Fig. 1: run 1, sequential cells grouped by signal name
The bar under the picture is 50 um long. Other sequential cells in the stronger grey, the rest of the logic in the fainter grey.
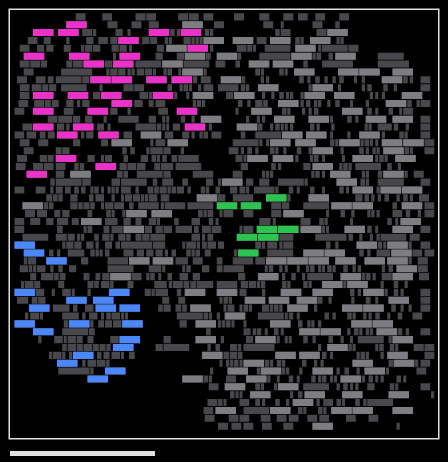
Fig. 2: run 1, wiring by layer
Two of the layers only.
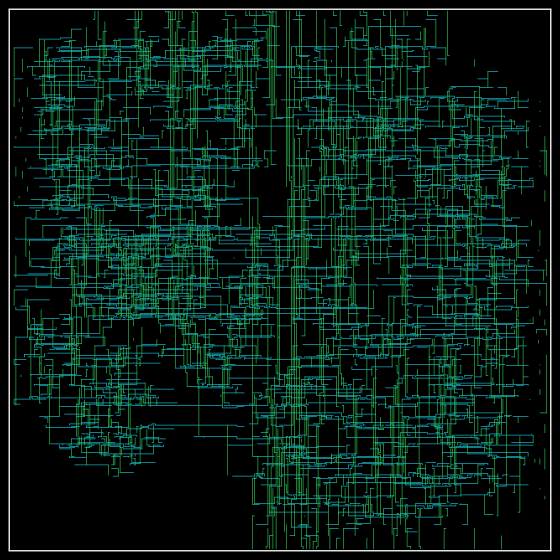
Fig. 3: run 1, gate families picked out
The bar under the picture is 50 um long.
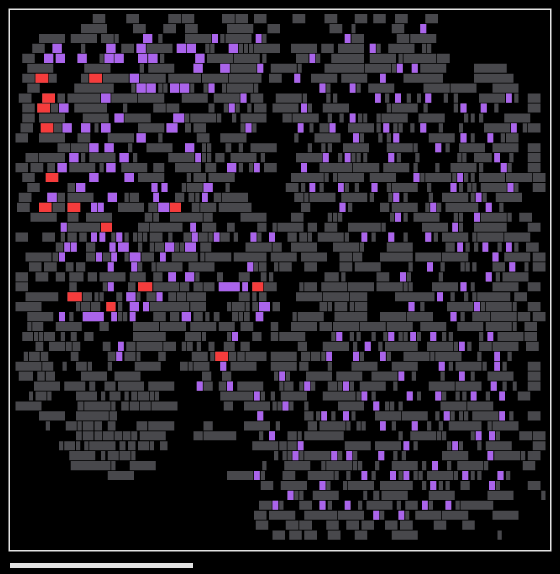
Fig. 4: run 1, clock routing
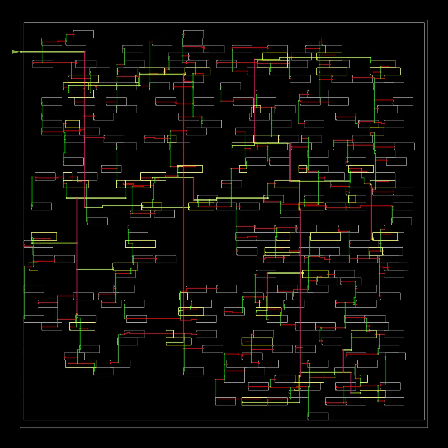
Design uart_cmd_bridge, sky130hd; sources not shown.
==> flow_summary_export.csv, run 1 <==
group,metric,value,unit
global_route,overflow,0,
setup_path,worstSetupPathType,"register to register",
setup_path,cp.depth,8,
synthesis,topCellsByArea,"dfxtp_1 50%, nand2_1 13%, a21oi_1 9.3%",
synthesis,simple_gate_share,24.1,%
cts,cts_hold_buf,0,
global_route,grt_util_met3,2.65,%
synthesis,xor_share,1.95,%
drt,met3_length,743,um
placed_design,place_ws,-0.126,ns
setup_path,crit_family,"AND-OR/OR-AND gates",
placed_design,place_area,0.0104,mm^2
cts,clockRootBuffer,"clkbuf_16",
synthesis,ys_seq_share,49.9,%
global_route,grt_pass1_wl,34.0,mm
global_route,grt_max_degree,65,
setup_path,crit_fanout,30,
drt,drt_iter0_markers,413,
drt,vias,7466,
pwr,irDropWorstVdd,776,uV
die,die-area,0.0219,mm^2
synthesis,ys_sh_aoi,17.4,%
flow_run,cap_violations,0,
final_layout,n_antenna_cell,0,
worst_hold_path,hold_depth,2,
synthesis,ys_async_sr_fraction,0,%
cts,clkTransAtPathRegs,0.05,ns
synthesis,mux_share,1.41,%
pwr,p_total,0.0113,W
final_layout,final-nonclk-buf-share,15.6,%
global_route,grt_pass1_vias,6922,
synthesis,syn-cell-area,0.00851,mm^2
cts,ctsResizeCount,1,
global_route,antenna_found_initial,0,
die,tap_cells,275,
synthesis,common_cells,"300 x nand2_1, 212 x dfxtp_1, 158 x a21oi_1, 75 x nor2_1, 51 x clkbuf_1",
synthesis,ys.flops,212,
drt,met2_length,9.63,mm
pwr,power.largest_group,"clock",
pwr,pwr-share-comb,17.9,%
synthesis,syn-instance-count,1051,
final_layout,nNetsFinal,1240,
setup_path,path_buffers,2,
die,fp.dieH,148,um
final_layout,drive_gt1_share,11.7,%
sta,rsz0062_at_grt,"false",
sta,fin_ws,0.175,ns
sta,drv_slew,0,
placed_design,hpwlAfterDp,13.6,mm
setup_path,end_kind,"register",
status,outcome,"complete, no violations",
setup_path,r2r_setup_slack,0.18,ns
die,die-width,148,um
synthesis,ys_cells,1051,
pwr,internal_power,0.00819,W
synthesis,ys_types,61,
final_layout,comb_area_share,34.0,%
final_layout,clockNetworkAreaShare,10.3,%
drt,met1_length,9.63,mm
cts,cts_tree,"done",
drt,dr.pass1.iters,5,
flow_run,warnings,29,
pwr,pg_comb,0.00202,W
pwr,powerDensity,975,mW/mm^2
global_route,grtUsageMet2,31.5,%
sta,setup_viol_count_final,0,
setup_path,crit_chain,"and4bb_2 > nand2_1 > o41ai_2 > buf_4 > o21a_2 > buf_12 > nor2_1 > a211oi_1",
## Picture notes: Fig. 1
| signal | colour | placed flops |
|---|---|---|
| opcode | green | 8 |
| tx_buf | magenta | 32 |
| tmo_cnt | blue | 20 |
Flop area: 0.00424 mm^2
Power Sequential: 0.00395 W
Post-Route Utilization: 55.2%
sequential cell area share: 36.7%

## Picture notes: Fig. 2
| layer | colour | wire length |
|---|---|---|
| met2 | green | 9,630 um |
| met1 | cyan | 9,630 um |
WL per Instance: 13.7 um
global-route usage over all layers: 18.7%

## Picture notes: Fig. 3
| family | colour | cells | most used |
|---|---|---|---|
| inverting AOI/OAI gates | purple | 234 | a21oi_1 |
| AND-OR and OR-AND gates | red | 15 | a41o_1 |
Top cell excl fill/tap: nand2_1
Non-Filler Instances: 1,489

## Picture notes: Fig. 4
clock buffer count from CTS: 31
sequential cell count: 212
Clk power: 0.00530 W
Sink Count: 212
number of clock buffers in the layout: 36

==> run 2, diff against run 1 <==
Settings changed: CELL_PAD_IN_SITES_DETAIL_PLACEMENT set to 0, CELL_PAD_IN_SITES_GLOBAL_PLACEMENT set to 1, PLACE_DENSITY 0.61 to 0.78.
==> flow_summary_export.csv, run 2 <==
group,metric,value,unit
status,outcome,"complete, no violations",
cts,clkTransAtPathRegs,0.05,ns
drt,vias,7483,
global_route,grt_pass1_vias,7099,
placed_design,place_ws,-0.152,ns
synthesis,mux_share,1.41,%
global_route,overflow,0,
drt,dr.pass1.iters,6,
final_layout,final-nonclk-buf-share,15.6,%
synthesis,common_cells,"300 x nand2_1, 212 x dfxtp_1, 158 x a21oi_1, 75 x nor2_1, 51 x clkbuf_1",
placed_design,place_area,0.0103,mm^2
pwr,pg_comb,0.00205,W
flow_run,warnings,29,
final_layout,flop_area,0.00424,mm^2
synthesis,topCellsByArea,"dfxtp_1 50%, nand2_1 13%, a21oi_1 9.3%",
drt,met2_length,9.85,mm
final_layout,n_antenna_cell,0,
setup_path,cp.depth,7,
synthesis,ys.flops,212,
setup_path,path_buffers,1,
final_layout,seq_cells,212,
global_route,grt_usage,19.2,%
final_layout,drive_gt1_share,11.9,%
final_layout,clockNetworkAreaShare,10.3,%
pwr,clock_power,0.00516,W
drt,met3_length,875,um
flow_run,cap_violations,0,
die,die-area,0.0219,mm^2
final_layout,clkbuf_count,45,
setup_path,r2r_setup_slack,0.17,ns
pwr,powerDensity,967,mW/mm^2
global_route,grtUsageMet2,31.8,%
pwr,p_total,0.0112,W
synthesis,syn-instance-count,1051,
placed_design,hpwlAfterDp,13.6,mm
die,tap_cells,275,
sta,setup_viol_count_final,0,
setup_path,crit_family,"simple AND/OR/NAND/NOR gates",
synthesis,ys_seq_share,49.9,%
cts,numCtsBuffers,35,
global_route,grt_max_degree,82,
pwr,pwr-share-comb,18.3,%
global_route,antenna_found_initial,0,
pwr,irDropWorstVdd,606,uV
setup_path,end_kind,"register",
worst_hold_path,hold_depth,2,
final_layout,seq_share,36.8,%
final_layout,final_core_util,55.1,%
synthesis,syn-cell-area,0.00851,mm^2
synthesis,simple_gate_share,24.1,%
die,fp.dieH,148,um
setup_path,worstSetupPathType,"register to register",
sta,drv_slew,0,
drt,drt-wirelength-per-cell,13.9,um
drt,met1_length,9.76,mm
synthesis,ys_sh_aoi,17.4,%
global_route,grt_util_met3,3.18,%
synthesis,ys_cells,1051,
cts,cts_tree,"done",
pwr,power.largest_group,"clock",
setup_path,crit_chain,"buf_4 > or4_4 > o32a_2 > nor3_4 > nand4_1 > xor2_1 > nor2_2",
die,die-width,148,um
pwr,power_sequential,0.00394,W
Fig. 5: run 2, gate families picked out
The bar under the picture is 50 um long.
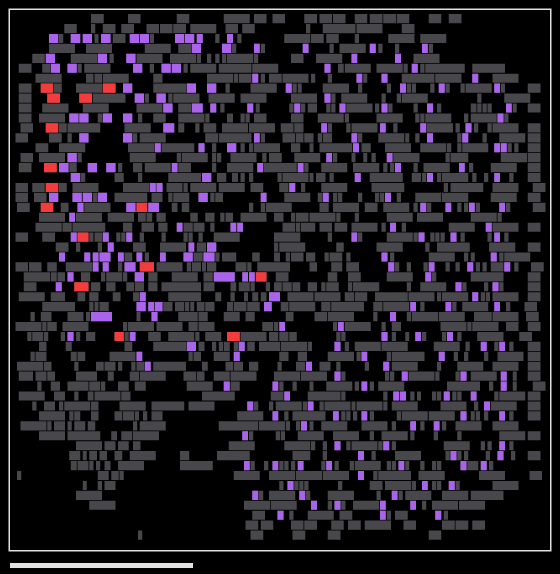
| family | colour | cells | most used |
|---|---|---|---|
| inverting AOI/OAI gates | purple | 234 | a21oi_1 |
| AND-OR and OR-AND gates | red | 15 | a41o_1 |
Non-Filler Instances: 1,496
Comb area share: 34.1%

No activity file was given, so power comes from the tool's default toggle rates.
